### config.mk
export PLATFORM = sky130hd
export DESIGN_NAME = ppcpu_mdu_flat
export DESIGN_NICKNAME = d
export VERILOG_FILES = /design/src/rtl/ppcpu_mdu_if.sv /design/src/rtl/ppcpu_mdu.sv /design/src/flat_wrapper.sv
export SDC_FILE = /design/constraint.sdc
export NUM_CORES = 1
export LEC_CHECK = 0
export CAP_MARGIN = 10
export CORE_AREA = 2 2 138 207
export DETAILED_ROUTE_END_ITERATION = 6
export DIE_AREA = 0 0 140 209
export PLACE_DENSITY = 0.8
export SYNTH_ARGS = -nofsm -noshare
export SYNTH_HDL_FRONTEND = slang
export SYNTH_SLANG_ARGS = --single-unit
export TNS_END_PERCENT = 100
### constraint.sdc
create_clock -name Clk -period 8.4 [get_ports Clk]
set_input_delay 1.26 -clock Clk [delete_from_list [all_inputs] [get_ports Clk]]
set_output_delay 1.26 -clock Clk [all_outputs]
set_load 0.1 [all_outputs]
### src/rtl/ppcpu_mdu_if.sv
// Request/result bundle between the CPU pipeline and the multiply/divide unit.
// Latency: n/a (signal bundle only).
// Backpressure: requester must hold off new work while Busy is high; Start then is ignored.
// Ports: master drives Start/Op/A/B/Flush and observes Busy/Done/Hi/Lo/DivZero;
//        slave is the unit side with the opposite directions.
interface ppcpu_mdu_if #(
  parameter int WIDTH = 32
);
  logic             Start;
  logic [1:0]       Op;
  logic [WIDTH-1:0] A;
  logic [WIDTH-1:0] B;
  logic             Flush;
  logic             Busy;
  logic             Done;
  logic [WIDTH-1:0] Hi;
  logic [WIDTH-1:0] Lo;
  logic             DivZero;

  modport master (
    output Start, Op, A, B, Flush,
    input  Busy, Done, Hi, Lo, DivZero
  );

  modport slave (
    input  Start, Op, A, B, Flush,
    output Busy, Done, Hi, Lo, DivZero
  );
endinterface

### src/rtl/ppcpu_mdu.sv
// Iterative multiply/divide unit (MULTU, MULT, DIVU, DIV) on operand magnitudes with a sign fix-up cycle.
// Latency: fixed; Done pulses in the cycle after edge WIDTH+2 (edge 0 accepts Start), for every Op.
// Backpressure: Busy high while computing; Start is ignored then, accepted again in IDLE or DONE.
// Ports: Clk (rising edge), Rst (async active-high), bus (slave side of ppcpu_mdu_if:
//        Start/Op/A/B/Flush in; Busy/Done/Hi/Lo/DivZero out).
module ppcpu_mdu #(
  parameter int WIDTH = 32
) (
  input logic         Clk,
  input logic         Rst,
  ppcpu_mdu_if.slave  bus
);
  localparam int CW = $clog2(WIDTH) + 1;

  typedef enum logic [1:0] {IDLE, CALC, FIX, DONE} state_t;

  state_t           state, state_nxt;
  logic [1:0]       op_q;         // [1]: divide, [0]: signed
  logic [WIDTH-1:0] a_q;          // raw dividend kept for the divide-by-zero result
  logic             sign_b;
  logic [WIDTH-1:0] mag_b;
  logic [WIDTH-1:0] acc_hi;       // product upper half / partial remainder
  logic [WIDTH-1:0] acc_lo;       // product lower half / dividend-then-quotient
  logic [CW-1:0]    cnt;
  logic [WIDTH-1:0] hi_q, lo_q;
  logic             dz_q;
  logic             busy, done;

  logic             accept, calc_last, sign_a;
  logic [WIDTH-1:0] mag_a_in, mag_b_in, mul_addend, div_sub;
  logic [WIDTH:0]   mul_sum, div_shift;
  logic             div_ge;
  logic [2*WIDTH-1:0] prod_neg;
  logic [WIDTH-1:0] res_hi, res_lo;
  logic             res_dz;

  assign accept    = (state == IDLE || state == DONE) && bus.Start && !bus.Flush;
  assign calc_last = (cnt == CW'(WIDTH));
  assign mag_a_in  = (bus.Op[0] && bus.A[WIDTH-1]) ? -bus.A : bus.A;
  assign mag_b_in  = (bus.Op[0] && bus.B[WIDTH-1]) ? -bus.B : bus.B;

  // Multiply step: add multiplicand when the LSB of the shifting multiplier is set, then shift right.
  assign mul_addend = acc_lo[0] ? mag_b : '0;
  assign mul_sum    = {1'b0, acc_hi} + {1'b0, mul_addend};

  // Restoring divide step: shift next dividend bit into the remainder and trial-subtract.
  assign div_shift = {acc_hi, acc_lo[WIDTH-1]};
  assign div_ge    = (div_shift >= {1'b0, mag_b});
  assign div_sub   = div_shift[WIDTH-1:0] - mag_b;

  // Sign fix-up applied in FIX; divide by zero bypasses the iterated result entirely.
  assign sign_a   = op_q[0] & a_q[WIDTH-1];
  assign prod_neg = -{acc_hi, acc_lo};

  always_comb begin
    res_hi = acc_hi;
    res_lo = acc_lo;
    res_dz = 1'b0;
    if (!op_q[1]) begin
      if (sign_a ^ sign_b) {res_hi, res_lo} = prod_neg;
    end else if (mag_b == '0) begin
      res_hi = a_q;
      res_lo = '1;
      res_dz = 1'b1;
    end else begin
      // Truncation toward zero: quotient sign from both operands, remainder follows the dividend.
      if (sign_a ^ sign_b) res_lo = -acc_lo;
      if (sign_a)          res_hi = -acc_hi;
    end
  end

  // State register
  always_ff @(posedge Clk or posedge Rst) begin
    if (Rst) state <= IDLE;
    else     state <= state_nxt;
  end

  // Next-state logic; Flush wins over everything, including a simultaneous Start.
  always_comb begin
    state_nxt = state;
    if (bus.Flush) begin
      state_nxt = IDLE;
    end else begin
      case (state)
        IDLE:    if (bus.Start) state_nxt = CALC;
        CALC:    if (calc_last) state_nxt = FIX;
        FIX:     state_nxt = DONE;
        DONE:    state_nxt = bus.Start ? CALC : IDLE;
        default: state_nxt = IDLE;
      endcase
    end
  end

  // Output decode
  always_comb begin
    busy = 1'b0;
    done = 1'b0;
    case (state)
      CALC, FIX: busy = 1'b1;
      DONE:      done = 1'b1;
      default:   ;
    endcase
  end

  // Datapath: operand latch, one iteration per CALC cycle, result load when leaving FIX.
  always_ff @(posedge Clk or posedge Rst) begin
    if (Rst) begin
      op_q   <= '0;
      a_q    <= '0;
      sign_b <= 1'b0;
      mag_b  <= '0;
      acc_hi <= '0;
      acc_lo <= '0;
      cnt    <= '0;
      hi_q   <= '0;
      lo_q   <= '0;
      dz_q   <= 1'b0;
    end else begin
      if (accept) begin
        op_q   <= bus.Op;
        a_q    <= bus.A;
        sign_b <= bus.Op[0] & bus.B[WIDTH-1];
        mag_b  <= mag_b_in;
        acc_hi <= '0;
        acc_lo <= mag_a_in;
        cnt    <= '0;
      end else if (state == CALC && !bus.Flush && !calc_last) begin
        cnt <= cnt + 1'b1;
        if (!op_q[1]) begin
          acc_hi <= mul_sum[WIDTH:1];
          acc_lo <= {mul_sum[0], acc_lo[WIDTH-1:1]};
        end else if (div_ge) begin
          acc_hi <= div_sub;
          acc_lo <= {acc_lo[WIDTH-2:0], 1'b1};
        end else begin
          acc_hi <= div_shift[WIDTH-1:0];
          acc_lo <= {acc_lo[WIDTH-2:0], 1'b0};
        end
      end
      if (state == FIX && !bus.Flush) begin
        hi_q <= res_hi;
        lo_q <= res_lo;
        dz_q <= res_dz;
      end
    end
  end

  assign bus.Busy    = busy;
  assign bus.Done    = done;
  assign bus.Hi      = hi_q;
  assign bus.Lo      = lo_q;
  assign bus.DivZero = dz_q;
endmodule

### src/flat_wrapper.sv
// flat-port wrapper written by rule: the top's interface ports become plain ports
module ppcpu_mdu_flat 
#(
  parameter int WIDTH = 32
)
  (Clk, Rst, bus_Start, bus_Op, bus_A, bus_B, bus_Flush, bus_Busy, bus_Done, bus_Hi, bus_Lo, bus_DivZero);
  ppcpu_mdu_if #(.WIDTH(WIDTH)) bus_i ();
  input logic Clk;
  input logic Rst;
  input wire logic [$bits(bus_i.Start)-1:0] bus_Start;
  input wire logic [$bits(bus_i.Op)-1:0] bus_Op;
  input wire logic [$bits(bus_i.A)-1:0] bus_A;
  input wire logic [$bits(bus_i.B)-1:0] bus_B;
  input wire logic [$bits(bus_i.Flush)-1:0] bus_Flush;
  output wire logic [$bits(bus_i.Busy)-1:0] bus_Busy;
  output wire logic [$bits(bus_i.Done)-1:0] bus_Done;
  output wire logic [$bits(bus_i.Hi)-1:0] bus_Hi;
  output wire logic [$bits(bus_i.Lo)-1:0] bus_Lo;
  output wire logic [$bits(bus_i.DivZero)-1:0] bus_DivZero;
  assign bus_i.Start = bus_Start;
  assign bus_i.Op = bus_Op;
  assign bus_i.A = bus_A;
  assign bus_i.B = bus_B;
  assign bus_i.Flush = bus_Flush;
  assign bus_Busy = bus_i.Busy;
  assign bus_Done = bus_i.Done;
  assign bus_Hi = bus_i.Hi;
  assign bus_Lo = bus_i.Lo;
  assign bus_DivZero = bus_i.DivZero;
  ppcpu_mdu #(.WIDTH(WIDTH)) u_core (.Clk(Clk), .Rst(Rst), .bus(bus_i));
endmodule
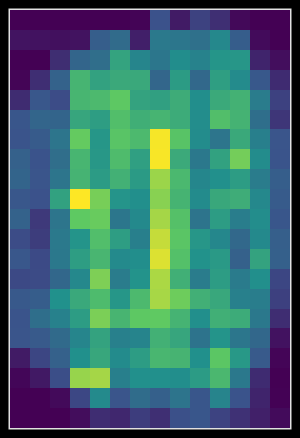
Fig. 1. Wiring heat map (run 1).
Scale: 2 px per um. The die is cut into 14 by 21 equal tiles; dark purple is low, yellow is high, scaled to the fullest tile. Values are wire area over tile area, all layers added.
37% of the tiles are over half the peak. The emptiest ninth of the die: top left. The mean over all tiles is 0.26.
total global-route track usage: 31.5%
detailed-route wire length: 46,800 um
wire length per cell: 19.5 um

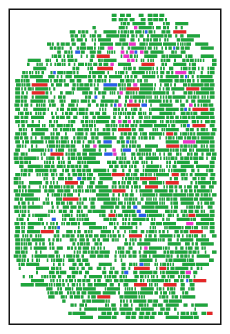
Fig. 2. Drive-strength map (run 1).
Scale: 1.5 px per um.
Key: magenta = _3 and _4 cells [cells 25]; red = _6 and larger [cells 35]; green = _0 and _1 cells [cells 1,968]; blue = _2 cells [cells 26]
crit path setup slack, layout: 3.76 ns
final non-filler cell area: 18,300 sq um
Plain + repair buffers: 151
signed area change from the synthesized netlist to the final layout: 14.7%

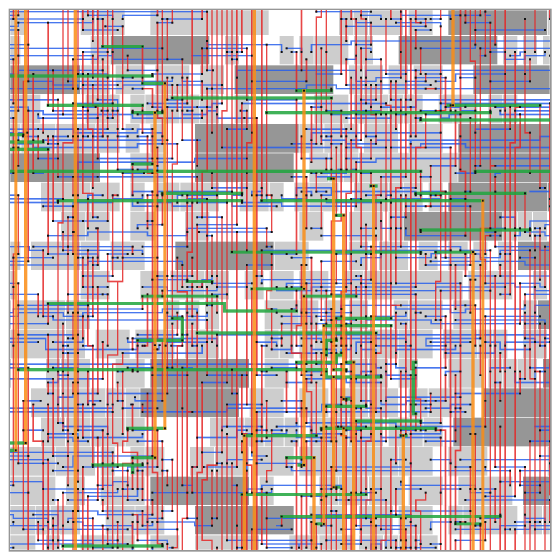
Fig. 3. Close-up of the layout (run 1).
Window x 45 to 95, y 121 to 171 um. Cells in gray, sequential cells in the stronger gray; small squares are vias.
Key: blue = metal 1; red = metal 2; orange = metal 4; green = metal 3
Sequential cells in the window: 20. Netlist names of flops here include u_core.acc_hi (7), u_core.a_q (6), u_core.bus.Hi (5). Most frequent: nand2_1 (40), nor2_1 (20), dfrtp_1 (19). 235 logic cells have their middle in the window.

==> run 1: final cells by class <==
class                      count  area (sq um)
inverter                      73           282
multi-input combinational   1586         10100
clock inverter                11           208
timing repair buffer         151          1470
tap                          346           433
fill                        2318          9410
clock buffer                  29           648
sequential                   204          5110
==> run 1: routing by layer <==
metal	wire, um	part of all wire, %	track usage (%)
met5	0	0	0
met4	2550	5.4	16.9
met3	2590	5.5	3.16
met2	24000	51	57.7
met1	17700	38	35.9
==> run 1: state kept, by name (all words and copies together), names as in the netlist <==
signal and cells:
u_core.acc_lo 32, u_core.bus.DivZero 1, u_core.cnt 6, u_core.a_q 32, u_core.sign_b 1, u_core.bus.Hi 32, u_core.state 2, u_core.acc_hi 32
u_core.mag_b 32, u_core.bus.Lo 32, u_core.op_q 2
==> results.txt, run 1 <==
Flow results are below.

- The number of stages on the worst setup path is 12, for reference.
- Counting endpoints that fail hold in the final report gives 0.
- The area share of xor/xnor cells in the synthesized design is between 10 and 15%, for reference.
- The final reports fail on DRC.
- The maximum cell stage delay along the critical path is 0.84 ns, for reference.
- Before any placement, the netlist area is recorded as 15,900 sq um.
- Setup repair after global routing left no endpoint under its margin.
- In the synthesized netlist the dominant register cell turns out to be sky130_fd_sc_hd__dfrtp_1.
- The main area contributors are sky130_fd_sc_hd__dfrtp_1, sky130_fd_sc_hd__nand2_1, sky130_fd_sc_hd__ha_1.
- The tally of nets with antenna violations remaining after routing is 0, for reference.
- The setup check on the worst reg-to-reg path leaves a slack of between 3 and 4 ns.
- The worst-skew pair later-pin latency is 0.53 ns, for reference.
- The die height is ~210 um, for reference.
- The endpoint kind of the worst setup timing path is a register, for reference.
- The initialized floorplan defines 75 standard-cell rows.
- OpenSTA, run right after detailed placement, puts the worst setup slack at 3.94 ns.
- Summing the areas of all fa, ha and maj instances in the mapped netlist gives between 6 and 7% of the synthesized area.
- In the Yosys stats the netlist draws on 84 distinct library cells.
- The post-placement cell area is 17,400 sq um, for reference.
- Sorting the Yosys area breakdown by cell type puts at the top sky130_fd_sc_hd__dfrtp_1.
- The largest clock skew in the final design is 0.0151 ns, for reference.
- The most popular library cell in the synthesized design by count is sky130_fd_sc_hd__nand2_1, for reference.
- The total number of vias is 15,000, for reference.
- The number of design-rule violations left by the first detailed-router iteration is 1,216, for reference.
- The worst relative slew slack is 25.2%, for reference.
- The instance count after placement with tap cells included is ~2,400, for reference.
- The count of maximum capacitance violations is 0, for reference.
- The critical path arrival is 5.04 ns, for reference.
- Measured along the x axis, the die boundary spans 140 um.
- The flow reports an fmax of 215 MHz.
- On the reported timing paths, the clock transition at the registers reads 0.07 ns.
- Hold timing on the final database bottoms out at a slack of slightly below 0.5 ns.
- The DRC violation total left in the routed layout is recorded as 15.
- The hold buffer count at cts is 0, for reference.
- The run finished, with violations left.
- The total overflow reported by the global router is 0, for reference.
- The main kind of combinational logic by area is AND-OR/OR-AND gates, for reference.
- The placement report lists the number of port buffers as 136.
- The mean cell area of the mapped netlist is 8.03 sq um, for reference.
- The worst-margin pin slew is 1.12 ns, for reference.
- Post-CTS repair changed the size of 0 cells.
- The count of mapped cells out of synthesis is 1,984, for reference.
- The period utilization is 55.3%, for reference.
- The number of ports placed on the die boundary is 137, for reference.
- The synthesis run shows multiplexers occupying 4.74% of the cell area.
- The most common logic cells in the final layout are sky130_fd_sc_hd__nand2_1, sky130_fd_sc_hd__dfrtp_1, sky130_fd_sc_hd__nor2_1.
- The core occupancy in the finished layout is around two thirds, for reference.
- Before placement the cells fill 57.5% of the core.
- CTS built an H-tree with a depth of 1.
- Synthesis produced a netlist with a net count of 2,131.
- The chip area line in the Yosys stat output reads ~16,000 sq um.
- The minimum clock period is roughly 4.6 ns, for reference.
- According to the report, the first pass of detailed routing completed in 7 iterations.
- STA classifies the critical path startpoint as a register.
- The maximum fanout along the worst path is 32, for reference.
- The total inserted antenna cells is 0, for reference.
- The cell depth of the worst min-delay path is 2, for reference.
- Walking the worst path, the cells encountered are inv_1 > nor2_1 > ha_1 > nor2b_1 > o31a_1 > o2111a_1 > o21ai_1 > o311ai_1 > a21oi_1 > o31ai_1 > o41ai_1 > a211oi_1.
- Counting cells, the worst reg-to-reg path comes to 12.
- TritonCTS built the clock tree.
- For this run, the post-layout net count is around 2,200.
- Yosys mapped a number of flops with a built-in enable equal to 0.
- STA lists the endpoint of the worst register-to-register path as u_core.acc_hi[31].
- Yosys reported a register bit count of approximately 200.
- The top cell type in the final layout, fill and taps aside, is sky130_fd_sc_hd__nand2_1.
- Per the final report, max-transition violations number 0.
- The non-filler instance count after layout is 2,400, for reference.
- The chip footprint is 29,300 sq um, for reference.
- The timing report notes that buffer and inverter cells on the critical path total 1.
- The hold path startpoint is u_core.a_q[23], for reference.
- The top cell type by area accounts for 32.1% of the synthesized area.
- The setup-violating endpoint count in the final report is 0, for reference.
- Per STA, the startpoint of the critical path is u_core.acc_lo[0].
- Entering global routing, the biggest net connects 131 pins.
- The number of clock sinks is about 200, for reference.
- The number of global-route vias before repair is roughly 15,000, for reference.
- The placer's final routability congestion estimate is 0.992, for reference.
- The final layout reports a setup TNS of 0 ns.
- The initial antenna violation count is 0.
- Note, the detailed placer reported a final HPWL of 34,000 um.
- The type of the worst min-delay path is reg -> reg, for reference.
- The stage logs contain a warning count of 35.
- Using the TritonRoute via totals, the vias-per-cell ratio works out to about 6.2.
- The required time of the worst setup path is 8.79 ns, for reference.
- Among all stages on the critical path, the largest delay is contributed by sky130_fd_sc_hd__inv_1.
- The maximum root-to-sink buffer count is 3, for reference.
- The type of the worst setup path is reg -> reg, for reference.
- Counting instances in the post-synthesis netlist gives the leading cell types as sky130_fd_sc_hd__nand2_1, sky130_fd_sc_hd__dfrtp_1, sky130_fd_sc_hd__nor2_1, sky130_fd_sc_hd__a21oi_1, sky130_fd_sc_hd__clkbuf_1.
- The fraction of the mapped netlist area in simple logic gates is 19.0%, for reference.
- The warning tally printed by Yosys for this design is 0.
- The number of clock buffers added by TritonCTS is 22.
- Of the cells placed in the final design, the portion with a size suffix greater than 1 is 4.19%.
- Looking at the clock tree report, the root buffer type is sky130_fd_sc_hd__clkbuf_16.
- The worst-case hold path end point is u_core.a_q[23], for reference.
- The end of the critical path is u_core.acc_hi[31], for reference.
- Yosys reported that registers with async set or reset make up 100%.
- Looking at the reg2reg group, the worst path starts from u_core.acc_lo[0].
- In this run the post-CTS setup repair buffer count came out at 0.
- The post-synthesis compound-gate area fraction is roughly 22%, for reference.
- The global-route wire length before repair is 74,900 um, for reference.
--- run 2 (diff from run 1) ---
- clock period: 8.4 -> 4.3 ns (I/O delays scaled with it)
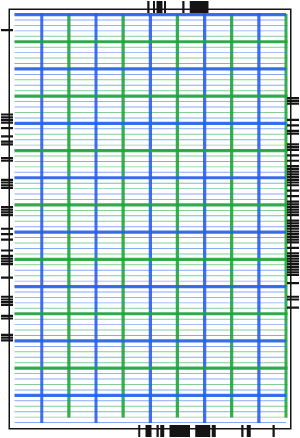
Fig. 4. PDN straps and rails (run 2).
Scale: 2 px per um. Pins as bars on the die edge.
Key: blue = VSS; green = VDD
15 straps on met5. 76 met1 rails follow the rows. The core has 75 rows. 137 signal pins sit on the boundary. 10 straps on met4.
horizontal die size: 140 um
area of the placeable core: 27,700 sq um
Chip Height: 209 um

==> results.txt, run 2 <==
Flow results are below.

- Per the final timing report, the hold violations number 0.
- Per the final report, the share of cell area in clock cells is 4.09%.
- The highest metal layer carrying signal wires in the routed design is met4.
- The launch point of the worst register-to-register path is recorded as u_core.acc_lo[0].
- The worst register-to-register path has a depth of 12.
- For this sky-water flow run, the detailed-routed wirelength per cell is reported as ~19 um.
- The logic share of the area is 55.1%, for reference.
- After legalization and detailed placement, the total HPWL measured about 35,000 um.
- The mean cell area of the mapped netlist is 8.03 sq um, for reference.
- The clock passes through at most 3 buffers.
- The hold buffer count at cts is 0, for reference.
- Counting every net in the synthesized netlist gives around 2,100.
- The initial antenna violation count is 0.
- For this run, asynchronously set or reset flops after synthesis account for 100%.
- Per the final report, the share of cell area in non-clock buffers is 9.07%.
- The remaining design rule violation count is 15, for reference.
- The checks that failed: DRC.
- The most frequently placed logic cell in the final layout is sky130_fd_sc_hd__nand2_1, for reference.
- The met3 wire length is 2700 um, for reference.
- The worst-skew pair later-pin latency is 0.53 ns, for reference.
- The area of combinational cells with multiple inputs is 10,100 sq um, for reference.
- Global routing consumed, on the met3 layer, under 10% of the routing resources.
- The netlist area before placement is around 16,000 sq um, for reference.
- After detailed routing, the wire length on met1 is around 18,000 um.
- The worst-margin pin slew is 1.13 ns, for reference.
- The number of cells on the worst hold path is listed as 2.
- The most common logic cells in the final layout are sky130_fd_sc_hd__nand2_1, sky130_fd_sc_hd__dfrtp_1, sky130_fd_sc_hd__nor2_1.
- The largest net degree at the start of global routing is 109, for reference.
- Per the post-route antenna check, the number of violating nets is 0.
- The layout inverter count without the clock tree is 73, for reference.
- The detailed-routed wire length on met2 is 23,600 um, for reference.
- Counting the warning lines in the Yosys log gives 0.
- In the finished design the tool counted flip-flops and latches totalling 204.
- The run finished, with violations left.
- In the final layout, the share of cells above drive strength 1 is between 4 and 5%.
- The total wire length is 46,800 um, for reference.
- The hold path startpoint is u_core.bus.Hi[9], for reference.
- Summed over all layers, the global routing overflow is 0.
- The number of signal-net buffers in the layout is 168, for reference.
- The sequential standard cell area is 5110 sq um, for reference.
- The placer's final routability congestion estimate is around 1.0, for reference.
- The number of global-route vias before repair is 14,800, for reference.
- The number of clock buffers in the layout is 24, for reference.
- The instance count after placement with tap cells included is 2,377, for reference.
- In this run the worst setup path terminates at u_core.acc_hi[28].
- The post-synth count of flops with an enable pin is 0.
- The longest incremental delay of any stage on the critical path is reported as 0.53 ns.
- For this run the top cell type by instance count after synthesis was sky130_fd_sc_hd__nand2_1.
- 1,586 cells are multi-input combinational gates.
- The global-route wire length before repair is 75,200 um, for reference.
- The critical path arrival is 4.13 ns, for reference.
- The area share of the largest cell type after synthesis is 32.1%, for reference.
- The minimum clock period is 3.73 ns, for reference.
- The total number of placement rows is 75, for reference.
- Max-slew check failures listed in the final report amount to 0.
- The final route contains 15,100 vias.
- Counting distinct cell types in the post-synthesis netlist gives 84.
- The count of filler cells inserted in the layout is 2,317, for reference.
- The routing usage on met1 is 36.6%, for reference.
- Headroom to the max-slew limit came out at 24.3%.
- The met2 layer usage reported by global route is 56.7%, for reference.
- The startpoint type of the worst setup path is a register, for reference.
- In the synthesized netlist, the number of instances is 1,984.
- The largest clock skew in the final design is roughly 0.013 ns, for reference.
- The highest attainable clock frequency is around 270 MHz, for reference.
- The core occupancy in the finished layout is 66.3%, for reference.
- The commonest cells after synthesis are sky130_fd_sc_hd__nand2_1, sky130_fd_sc_hd__dfrtp_1, sky130_fd_sc_hd__nor2_1, sky130_fd_sc_hd__a21oi_1, sky130_fd_sc_hd__clkbuf_1.
- The starting density of the core is 57.5%, for reference.
- The launch point of the critical path was reported as u_core.acc_lo[0].
- The worst register-to-register path has a setup slack of 0.57 ns.
- The timing report shows that the slowest cell on the worst path is sky130_fd_sc_hd__o31ai_1.
- The non-filler instance count after layout is 2,417, for reference.
- The worst setup path is captured at a register.
- In this run, synthesis produced a sequential element count of 204.
- STA reports the tightest min-delay check as being of type reg -> reg.
- Per the run report, area growth between synthesis and finish was 15.2%.
- Along the worst path, the maximum fanout reaches 12.
- The setup-violating endpoint count in the final report is 0, for reference.
- The number of ports placed on the die boundary is between 100 and 150, for reference.
- Summed over all instances, the cell type with the most area after synthesis is sky130_fd_sc_hd__dfrtp_1.
- Post-synth the commonest register cell is sky130_fd_sc_hd__dfrtp_1.
- The clock tree has to reach 204 sinks.
- The count of input and output buffers is 136, for reference.
- Setup repair after global routing left no endpoint under its margin.
- Global routing consumed, over all layers together, 31.7% of the routing resources.
- The critical path endpoint has a required time of 4.70 ns.
- The number of design-rule violations left by the first detailed-router iteration is 1,181, for reference.
- The setup total negative slack is 0 ns, for reference.
- Once the clock tree was built, the resizer swapped 0 gates to a different size.
- The buffer and inverter count on the worst path is 1, for reference.
- The count of maximum capacitance violations is 0, for reference.
- The worst-case hold path end point is u_core.bus.Hi[9], for reference.
- The tool warning count is 33, for reference.
- The chip footprint is 29,300 sq um, for reference.
- By area the synthesized netlist is led by sky130_fd_sc_hd__dfrtp_1, sky130_fd_sc_hd__nand2_1, sky130_fd_sc_hd__ha_1.
- In this run the critical path is formed by inv_1 > nor2_1 > ha_1 > a21o_1 > a21oi_1 > a211oi_1 > o31ai_1 > a211oi_1 > or3_1 > a32oi_1 > mux2i_1 > o211ai_1.
- Per the timing report, the most critical flop-to-flop path finishes at u_core.acc_hi[28].
- Per the GRT log, the top usage layer is met2.
- The number of buffers inserted to repair setup after CTS is 0, for reference.
- The synthesized netlist has a Yosys-reported chip area of 15,900 sq um.
- The clock buffer count from CTS is 22, for reference.
- Ranked by total area, the top cell class in this layout is combinational gates.
- TritonCTS built the clock tree.
- The worst path uses 86.7% of the clock period.
- The via density per instance is 6.25, for reference.
- The total inserted antenna cells is 0, for reference.
- The number of levels the H-tree was split into is 1, for reference.
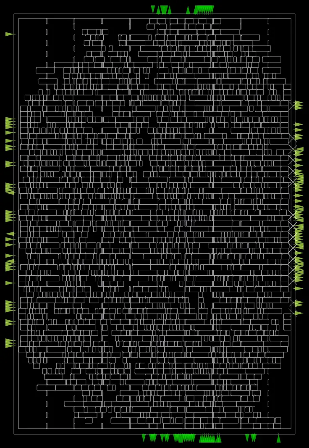
Fig. 5. Cell outlines without signal wires (run 2).
Tapcell Cnt: 346
share of cell area taken by flip-flops and latches: 27.8%

==> run 2: cell counts after synthesis <==
Identical to the previous run, type by type.
==> run 2: metrics by stage <==
stage	setup WS [ns]	cell area, sq um	hold slack, ns
5_1_grt	0.297	18300	0.511
3_5_place_dp	0.638	17600	0.462
2_1_floorplan	1.01	15900	0.440
3_3_place_gp	0.681	17600	0.458
4_1_cts	0.623	18300	0.485
6_report	0.570	18300	0.479
==> run 2: kinds of logic after synthesis <==
family | synth area share, %
AOI/OAI and AO/OA | 22.3
xor gates and xnor gates | 11.1
muxes | 4.74
DFF | 32.1
buffers and inverters | 4.71
and+or+nand+nor | 19.0
adders and majority gates | 6.14
